File: config.mk
export PLATFORM = sky130hd
export DESIGN_NAME = main_counter_ext
export DESIGN_NICKNAME = d
export VERILOG_FILES = /design/src/rtl/main_counter_ext.sv
export SDC_FILE = /design/constraint.sdc
export NUM_CORES = 1
export LEC_CHECK = 0
export CAP_MARGIN = 15
export CORE_ASPECT_RATIO = 0.9
export CORE_MARGIN = 8
export CORE_UTILIZATION = 50
export CTS_BUF_LIST = sky130_fd_sc_hd__clkbuf_16
export DETAILED_ROUTE_END_ITERATION = 16
export PLACE_DENSITY = 0.84
export SLEW_MARGIN = 20
export SYNTH_ARGS = -nofsm -noshare
export SYNTH_HDL_FRONTEND = slang
export SYNTH_SLANG_ARGS = --single-unit
export TNS_END_PERCENT = 50
File: constraint.sdc
create_clock -name iCLOCK -period 10 [get_ports iCLOCK]
set_clock_uncertainty 0.2 [all_clocks]
set_input_delay 2 -clock iCLOCK [delete_from_list [all_inputs] [get_ports iCLOCK]]
set_output_delay 2 -clock iCLOCK [all_outputs]
set_load 0.05 [all_outputs]
File: src/rtl/main_counter_ext.sv
// UTIM main counter: prescaled up/down/periodic/one-shot timer with lane-masked
// counter and reload writes, a capture register and a registered single-cycle event.
module main_counter_ext #(
  parameter int P_WIDTH     = 64,
  parameter int P_PSC_WIDTH = 8
)(
  input  logic                     iCLOCK,
  input  logic                     iRESET,
  input  logic                     iCONF_WRITE,
  input  logic                     iCONF_ENA,
  input  logic [1:0]               iCONF_MODE,
  input  logic [P_PSC_WIDTH-1:0]   iCONF_PSC,
  input  logic                     iCOUNT_WRITE,
  input  logic [P_WIDTH/32-1:0]    inCOUNT_DQM,
  input  logic [P_WIDTH-1:0]       iCOUNT_COUNTER,
  input  logic                     iRELOAD_WRITE,
  input  logic [P_WIDTH/32-1:0]    inRELOAD_DQM,
  input  logic [P_WIDTH-1:0]       iRELOAD_DATA,
  input  logic                     iCAPTURE,
  output logic                     oWORKING,
  output logic [1:0]               oMODE,
  output logic [P_WIDTH-1:0]       oCOUNTER,
  output logic [P_WIDTH-1:0]       oRELOAD,
  output logic [P_WIDTH-1:0]       oCAPTURE,
  output logic                     oEVENT
);

  localparam int L = P_WIDTH / 32;

  localparam logic [1:0] MODE_UP       = 2'b00;
  localparam logic [1:0] MODE_DOWN     = 2'b01;
  localparam logic [1:0] MODE_PERIODIC = 2'b10;
  localparam logic [1:0] MODE_ONESHOT  = 2'b11;

  localparam logic [P_WIDTH-1:0]     CNT_ZERO = {P_WIDTH{1'b0}};
  localparam logic [P_WIDTH-1:0]     CNT_ONES = {P_WIDTH{1'b1}};
  localparam logic [P_WIDTH-1:0]     CNT_ONE  = {{(P_WIDTH-1){1'b0}}, 1'b1};
  localparam logic [P_PSC_WIDTH-1:0] PSC_ZERO = {P_PSC_WIDTH{1'b0}};
  localparam logic [P_PSC_WIDTH-1:0] PSC_ONE  = {{(P_PSC_WIDTH-1){1'b0}}, 1'b1};

  logic                   workingR;
  logic [1:0]             modeR;
  logic [P_PSC_WIDTH-1:0] pscCfgR;
  logic [P_PSC_WIDTH-1:0] pscCntR;
  logic [P_WIDTH-1:0]     counterR;
  logic [P_WIDTH-1:0]     reloadR;
  logic [P_WIDTH-1:0]     captureR;
  logic                   eventR;

  logic                   tickS;
  logic                   isZeroS;
  logic [P_WIDTH-1:0]     countMergeS;
  logic [P_WIDTH-1:0]     reloadMergeS;
  logic [P_WIDTH-1:0]     counterNextS;
  logic                   eventNextS;
  logic                   workingNextS;
  logic [P_PSC_WIDTH-1:0] pscCntNextS;

  // A config write restarts the prescaler, so it never coincides with a tick.
  assign tickS   = workingR & ~iCONF_WRITE & (pscCntR == pscCfgR);
  assign isZeroS = (counterR == CNT_ZERO);

  // Lane-masked merge of write data over the current counter and reload values.
  always_comb begin
    countMergeS  = counterR;
    reloadMergeS = reloadR;
    for (int i = 0; i < L; i++) begin
      if (!inCOUNT_DQM[i]) begin
        countMergeS[32*i +: 32] = iCOUNT_COUNTER[32*i +: 32];
      end else begin
        countMergeS[32*i +: 32] = counterR[32*i +: 32];
      end
      if (!inRELOAD_DQM[i]) begin
        reloadMergeS[32*i +: 32] = iRELOAD_DATA[32*i +: 32];
      end else begin
        reloadMergeS[32*i +: 32] = reloadR[32*i +: 32];
      end
    end
  end

  // Prescaler next count.
  always_comb begin
    pscCntNextS = pscCntR;
    if (iCONF_WRITE) begin
      pscCntNextS = PSC_ZERO;
    end else if (workingR) begin
      if (pscCntR == pscCfgR) begin
        pscCntNextS = PSC_ZERO;
      end else begin
        pscCntNextS = pscCntR + PSC_ONE;
      end
    end else begin
      pscCntNextS = pscCntR;
    end
  end

  // Counter, event and run-state next values; counter writes only land while stopped.
  always_comb begin
    counterNextS = counterR;
    eventNextS   = 1'b0;
    workingNextS = workingR;
    if (iCONF_WRITE) begin
      workingNextS = iCONF_ENA;
    end else begin
      workingNextS = workingR;
    end
    if (iCOUNT_WRITE && !workingR) begin
      counterNextS = countMergeS;
    end else if (tickS) begin
      case (modeR)
        MODE_UP: begin
          counterNextS = counterR + CNT_ONE;
          eventNextS   = (counterR == CNT_ONES);
        end
        MODE_DOWN: begin
          counterNextS = counterR - CNT_ONE;
          eventNextS   = isZeroS;
        end
        MODE_PERIODIC: begin
          if (isZeroS) begin
            counterNextS = reloadR;
            eventNextS   = 1'b1;
          end else begin
            counterNextS = counterR - CNT_ONE;
          end
        end
        MODE_ONESHOT: begin
          if (isZeroS) begin
            counterNextS = CNT_ZERO;
            eventNextS   = 1'b1;
            workingNextS = 1'b0;
          end else begin
            counterNextS = counterR - CNT_ONE;
          end
        end
        default: begin
          counterNextS = counterR;
          eventNextS   = 1'b0;
        end
      endcase
    end else begin
      counterNextS = counterR;
    end
  end

  // State registers.
  always_ff @(posedge iCLOCK or posedge iRESET) begin
    if (iRESET) begin
      workingR <= 1'b0;
      modeR    <= MODE_UP;
      pscCfgR  <= PSC_ZERO;
      pscCntR  <= PSC_ZERO;
      counterR <= CNT_ZERO;
      reloadR  <= CNT_ZERO;
      captureR <= CNT_ZERO;
      eventR   <= 1'b0;
    end else begin
      workingR <= workingNextS;
      pscCntR  <= pscCntNextS;
      counterR <= counterNextS;
      eventR   <= eventNextS;
      if (iCONF_WRITE) begin
        modeR   <= iCONF_MODE;
        pscCfgR <= iCONF_PSC;
      end
      if (iRELOAD_WRITE) begin
        reloadR <= reloadMergeS;
      end
      if (iCAPTURE) begin
        captureR <= counterR;
      end
    end
  end

  assign oWORKING = workingR;
  assign oMODE    = modeR;
  assign oCOUNTER = counterR;
  assign oRELOAD  = reloadR;
  assign oCAPTURE = captureR;
  assign oEVENT   = eventR;

endmodule

### Metal 4, run 1

Supply wires on this layer in grey.
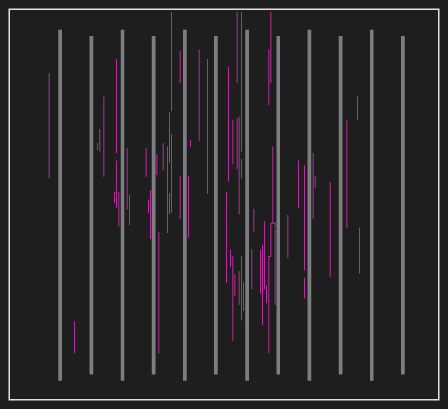
The wires run mostly vertical. The longest straight run is 60.5 um. The layer holds 3.2% of the routed length. The layer carries 1560 um of wire.

### Sequential cells coloured by netlist name, run 1

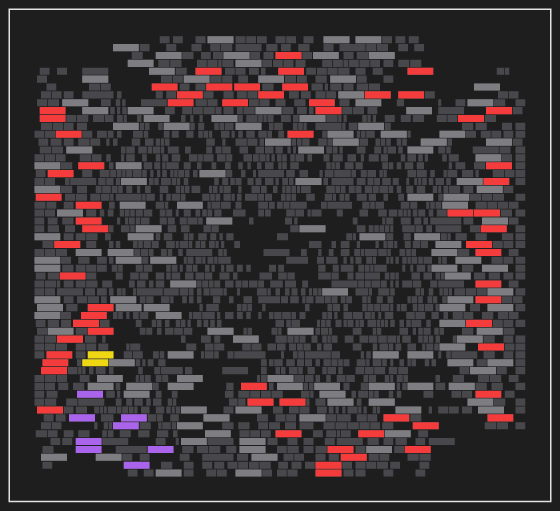
Yellow marks oMODE, placed flops 2. Red marks oRELOAD, placed flops 64, where widely spread. Purple marks pscCfgR, placed flops 8, where bottom left.

### Clock network drawn from the DEF, run 1

The bar under the picture is 50 um long.
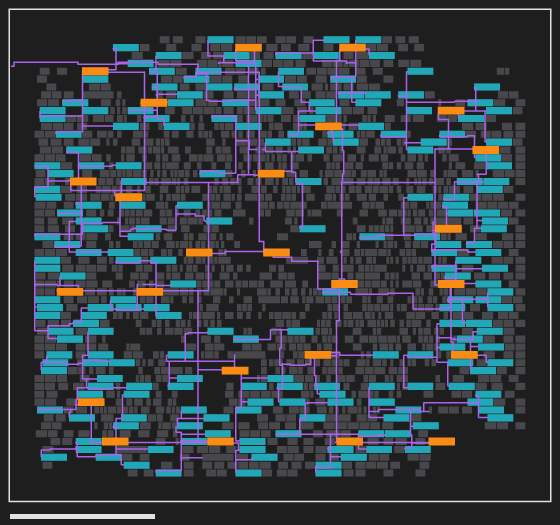
Purple marks clock wires, length 3030 um. Orange marks clock drivers, count 25. Cyan marks flip-flops, count 212.
There are 26 routed clock nets. Position of the flops: widely spread.

### Clock routing, run 1

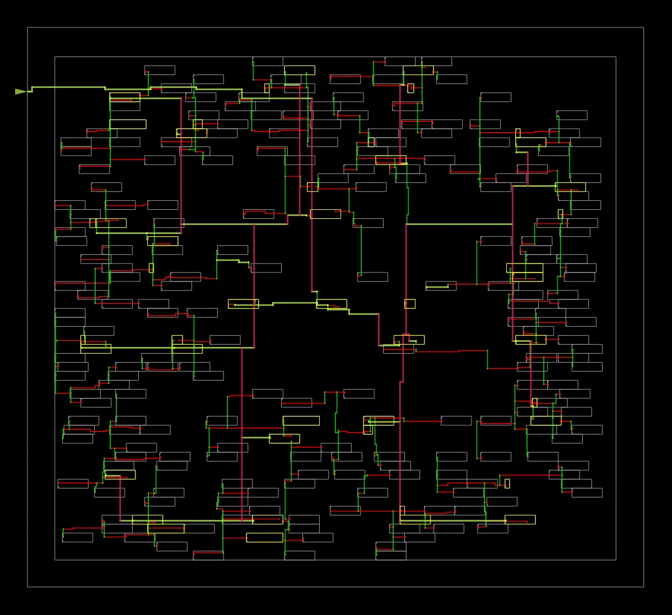
Latency at later pin: 540 ps
clk sinks: 212
clkbuf count: 25
flop count: 212

==> impl_metrics.ini, run 1 <==
; flow metrics
[run_status]
status = complete, no violations

[worst_setup_path]
cp_num_buf_inv = 2
critical-path-max-stage-delay_ps = 740
startpoint_type = input port
critPathSlowestCell = clkdlybuf4s50_1
worstSetupPathType = in -> reg
crit_fanout = 33
endpoint_kind = flop
reg2reg_slack_ps = 5780
crit_family = simple AND/OR/NAND/NOR gates
crit_arrival_ps = 5170
cp_cell_sequence = clkdlybuf4s50_1, nor2b_1, nand3_1, buf_4, nand2_1, o21ai_0, or4_1, o211ai_1

[clocking]
hold_buffers = 0
cts-buffers-inserted = 25
ctsResizeCount = 0
cts.root.buffer_cell = clkbuf_16
clockBufferDepth = 3
h-tree-depth = 1
cts_tree = yes
clkSlewWorstSetupHoldPaths_ps = 60
cts_setup_buffers = 0

[synth]
synth_nets = 1548
top_cell = dfrtp_1
largest_area_cell = dfrtp_1
ys_cells = 1395
synth_area_per_cell_um2 = 9.37
edf_count = 0
ys_types = 81
syn_inst = 1395
synthArstFlopShare = 1.00
ys_warn_count = 0
postSynthSeqShare = 0.406
ys_area_um2 = 13100
topCellsByArea = dfrtp_1 (41%), mux2_2 (12%), o21ai_0 (4.0%)

[floorplan]
die_width_um = 186
die_area_um2 = 31600
die_h_um = 169
rows = 56

[power_and_ir_drop]
peakVddDrop_mv = 0.236
p_leak_nw = 6.48

[cells_and_area]
nets = 1798
fin_cells = 2013
syn_to_final_growth_pct = 33.0

[drt]
drtAntennaViolNets = 0
dr.pass1.iters = 9
first_iter_violations = 1634
wl_mm = 48.5
viasPerCell = 6.49
vias = 13100
route.detailed.wl_per_inst_um = 24.1

[sta]
timing.fmax_mhz = 203
holdWs_ps = 304
slew_headroom = 0.168
setup_viol = 0
slew_viol_final = 0
hold_viol = 0
fin_tns_setup_ps = 0
post-route-period-util = 0.492

[min_path]
hold_depth = 1
hold_path.class = reg -> reg

[global_route]
grt_max_degree = 140
grt-ovfl-total = 0
track_usage = 0.293
antenna_found_initial = 1
grt_pass1_wl_mm = 75.1

[job]
cap_violations = 0
warnings = 30

[placement]
placed_cells = 1966
port_buffers = 344
[run 1: metal layers]
metal / up-vias / track usage / routed length, um
li1: 5707 / - / -
met4: 0 / 0.0904 / 1560
met3: 145 / 0.0811 / 5610
met5: - / 0 / 0
met1: 6307 / 0.375 / 18800
met2: 898 / 0.478 / 22500
[run 1: layout by cell type, fill, tap and decap left out, types with 19 or more instances in the layout]
| master | n |
|---|---|
| xnor2_1 | 32 |
| nand3_1 | 47 |
| nand2_1 | 82 |
| nand4_1 | 26 |
| dfrtp_1 | 212 |
| and3_1 | 30 |
| clkdlybuf4s50_1 | 343 |
| mux2_2 | 136 |
| or3_1 | 23 |
| clkbuf_16 | 25 |
| nor2_1 | 95 |
| o21ai_0 | 104 |
| nor4_1 | 36 |
| a221oi_1 | 19 |
| a21oi_1 | 77 |
| xor2_1 | 41 |
| nor3_1 | 61 |
[run 1: final cells by class]
class                      count  area [um^2]
antenna                        1         2.50
timing repair buffer         358         3540
multi-input combinational   1037         7180
clock buffer                  25          626
tap                          348          435
fill                        2012         8480
inverter                      11         48.8
sequential                   212         5310
clock inverter                21          236
[run 1: path summary, 6_finish.rpt]
kind	startpoint	endpoint
min in group asynchronous	iRESET	oRELOAD[46]$_DFFE_PP0P_
hold reg to reg	oCAPTURE[20]$_DFFE_PP0P_	oCAPTURE[20]$_DFFE_PP0P_
hold / removal	oCAPTURE[20]$_DFFE_PP0P_	oCAPTURE[20]$_DFFE_PP0P_
max in group asynchronous	iRESET	oRELOAD[41]$_DFFE_PP0P_
setup / recovery	iCONF_WRITE	oCOUNTER[62]$_DFFE_PP0P_
setup reg to reg	oCOUNTER[8]$_DFFE_PP0P_	oCOUNTER[45]$_DFFE_PP0P_
[run 1: state kept, by name, summed over array words and instances (netlist names)]
name and flops:
oCOUNTER 64, oMODE 2, oWORKING 1, pscCfgR 8
pscCntR 8, oRELOAD 64, oCAPTURE 64, oEVENT 1
[run 1: report_power, final]
group	switching, mW	internal (mW)
combinational	0.951	0.552
clock	0.385	0.585
sequential	0.301	1.02
total	1.64	2.16
[run 1: through the flow]
step	utilization	area, um^2	total power [mW]	setup slack, ps
2_1_floorplan	-	13100	2.25	2010
3_3_place_gp	0.638	16500	2.79	4740
3_5_place_dp	0.638	16500	2.82	4600
4_1_cts	0.672	17400	3.80	5150
5_1_grt	0.672	17400	3.93	4820
6_report	0.672	17400	3.80	5080
[run 1: worst register-to-register path: stages (launching register included)]
cell and delay (ps):
dfrtp_1 590, nor4_1 940, nand4_1 380, nor3_1 330, and4_1 1080, and3_1 300, a21oi_1 50, o221ai_1 230
[run 1: cell families (layout without fill, tap and decap cells)]
logic type               after synthesis  count (layout)  share of synthesized area
AND-OR/OR-AND                        327             327                      0.162
XOR/XNOR                              73              73                     0.0489
adder cells (fa/ha/maj)                4               4                    0.00383
buffers and inverters                146             415                     0.0489
flip-flops                           212             212                      0.406
multiplexers                         140             140                      0.120
other                                  0               1                          0
AND/OR/NAND/NOR                      493             493                      0.211
==> run 2, diff against run 1 <==
==> constraint.sdc (replaced) <==
create_clock -name iCLOCK -period 4.8 [get_ports iCLOCK]
set_clock_uncertainty 0.2 [all_clocks]
set_input_delay 0.96 -clock iCLOCK [delete_from_list [all_inputs] [get_ports iCLOCK]]
set_output_delay 0.96 -clock iCLOCK [all_outputs]
set_load 0.05 [all_outputs]
### Clock network drawn from the DEF, run 2

The bar under the picture is 50 um long.
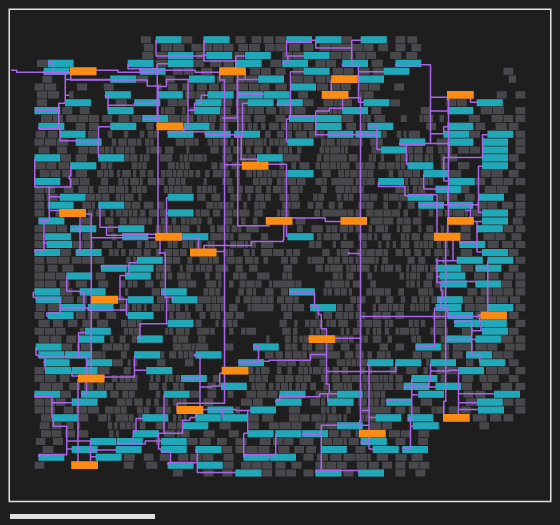
clock share of power: 0.237
Power Clock: 1.85 mW
Latency at later pin: 530 ps

### Drive-strength map, run 2

The bar under the picture is 50 um long.
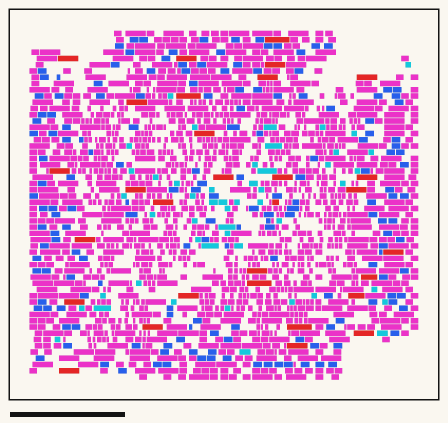
Magenta marks _0 and _1 cells, cells 1428, share 85%. Red marks _6 and larger, cells 30, share 1.8%. Blue marks _2 cells, cells 173, share 10%. Cyan marks _3 and _4 cells, cells 49, share 2.9%.

### Clock routing, run 2

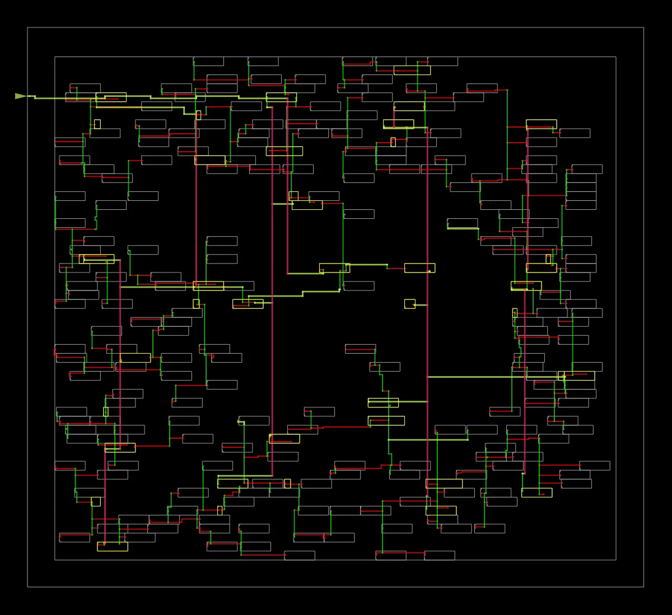
CTS buffer count: 23
clkbuf count: 23

==> impl_metrics.ini, run 2 <==
; flow metrics
[worst_setup_path]
critPathSlowestCell = or4_1
endpoint_kind = flop
reg2reg_slack_ps = 1060
cp_cell_sequence = or4_1, nor4_2, and3_1, a31oi_2, buf_4, a221o_1, a21oi_1, o31ai_1
r2r_end = oCOUNTER[12]$_DFFE_PP0P_
crit_start = oCOUNTER[18]$_DFFE_PP0P_
crit_arrival_ps = 3920
critical-path-max-stage-delay_ps = 670

[cells_and_area]
antenna_cells = 0
lay_top_cells = clkdlybuf4s50_1 (343), dfrtp_1 (212), mux2_2 (136), o21ai_0 (104), nor2_1 (95)
n_fill_cell = 1995
nets = 1817
mostFrequentLayoutCell = clkdlybuf4s50_1
syn_to_final_growth_pct = 33.5

[global_route]
grt-ovfl-total = 0
grt_max_degree = 69
track_usage = 0.300
grt_pass1_wl_mm = 77.1

[synth]
synth_area_per_cell_um2 = 9.37
top_cell = dfrtp_1
syn_inst = 1395
ys_types = 81
synth_nets = 1548

[sta]
hold_viol = 0
slew_viol_final = 0
timing.fmax_mhz = 267

[clocking]
cts_tree = yes
cts.root.buffer_cell = clkbuf_16
ctsResizeCount = 0
clockBufferDepth = 3
cts.sinks = 212

[run_status]
status = complete, no violations

[job]
cap_violations = 0

[power_and_ir_drop]
p_total_mw = 7.78

[drt]
dr.pass1.iters = 6
viasPerCell = 6.40

[min_path]
hold_path.class = reg -> reg
-- run 2: kinds of logic (layout without fill, tap and decap cells) --
logic type / count (synthesis) / count (layout) / synth area share
AND-OR/OR-AND: 327 / 327 / 0.162
XOR/XNOR: 73 / 73 / 0.0489
adder cells (fa/ha/maj): 4 / 4 / 0.00383
buffers and inverters: 146 / 431 / 0.0489
flip-flops: 212 / 212 / 0.406
multiplexers: 140 / 140 / 0.120
AND/OR/NAND/NOR: 493 / 493 / 0.211
-- run 2: how the worst min path moves through the flow --
stage	start	endpoint	depth (start not counted)
floorplan	pscCntR[3]$_DFFE_PP0P_	pscCntR[3]$_DFFE_PP0P_	1
global placement	oCAPTURE[41]$_DFFE_PP0P_	oCAPTURE[41]$_DFFE_PP0P_	1
detailed placement	oCAPTURE[29]$_DFFE_PP0P_	oCAPTURE[29]$_DFFE_PP0P_	1
CTS	oCAPTURE[10]$_DFFE_PP0P_	oCAPTURE[10]$_DFFE_PP0P_	1
global route	oCAPTURE[45]$_DFFE_PP0P_	oCAPTURE[45]$_DFFE_PP0P_	1
finish	oCAPTURE[51]$_DFFE_PP0P_	oCAPTURE[51]$_DFFE_PP0P_	1
-- run 2: per-stage QoR --
step           cell area, um^2  hold slack [ps]  utilization  setup slack, ps  instances
4_1_cts                  17500              308        0.675             1180       2028
5_1_grt                  17500              313        0.675              827       2028
3_3_place_gp             16700              289        0.645             1140       1987
6_report                 17500              306        0.675             1060       2028
2_1_floorplan            13100              297            -              884       1395
3_5_place_dp             16700              295        0.645             1100       1987
-- run 2: final cells by class --
type | instances | area share
Multi-Input combinational cell | 1037 | 0.411
Sequential cell | 212 | 0.304
Timing Repair Buffer | 379 | 0.214
Clock buffer | 23 | 0.0330
Tap cell | 348 | 0.0249
Clock inverter | 18 | 0.0109
Inverter | 11 | 0.00258
-- run 2: worst max-delay path: cells and delay by family, from the launching register on --
kind | cells | cell delay [ps]
and+or+nand+nor | 3 | 1410
AOI/OAI and AO/OA | 4 | 1030
DFF | 1 | 540
buffers and inverters | 1 | 400
-- run 2: where the power goes --
| group | switching, mW | leakage (nW) | total [mW] | internal, mW |
|---|---|---|---|---|
| clock network | 0.762 | 0.386 | 1.85 | 1.09 |
| registers | 0.565 | 2.46 | 2.70 | 2.13 |
| logic | 2.06 | 3.70 | 3.23 | 1.18 |
| total | 3.38 | 6.55 | 7.78 | 4.40 |
-- run 2: routing by layer --
metal,vias to the layer above,share of wire,global-route usage
met5,-,0,0
met4,0,0.031,0.0921
met3,115,0.12,0.0803
met2,850,0.46,0.481
li1,5750,-,-
met1,6262,0.39,0.392
Power and IR drop assume default switching activity.
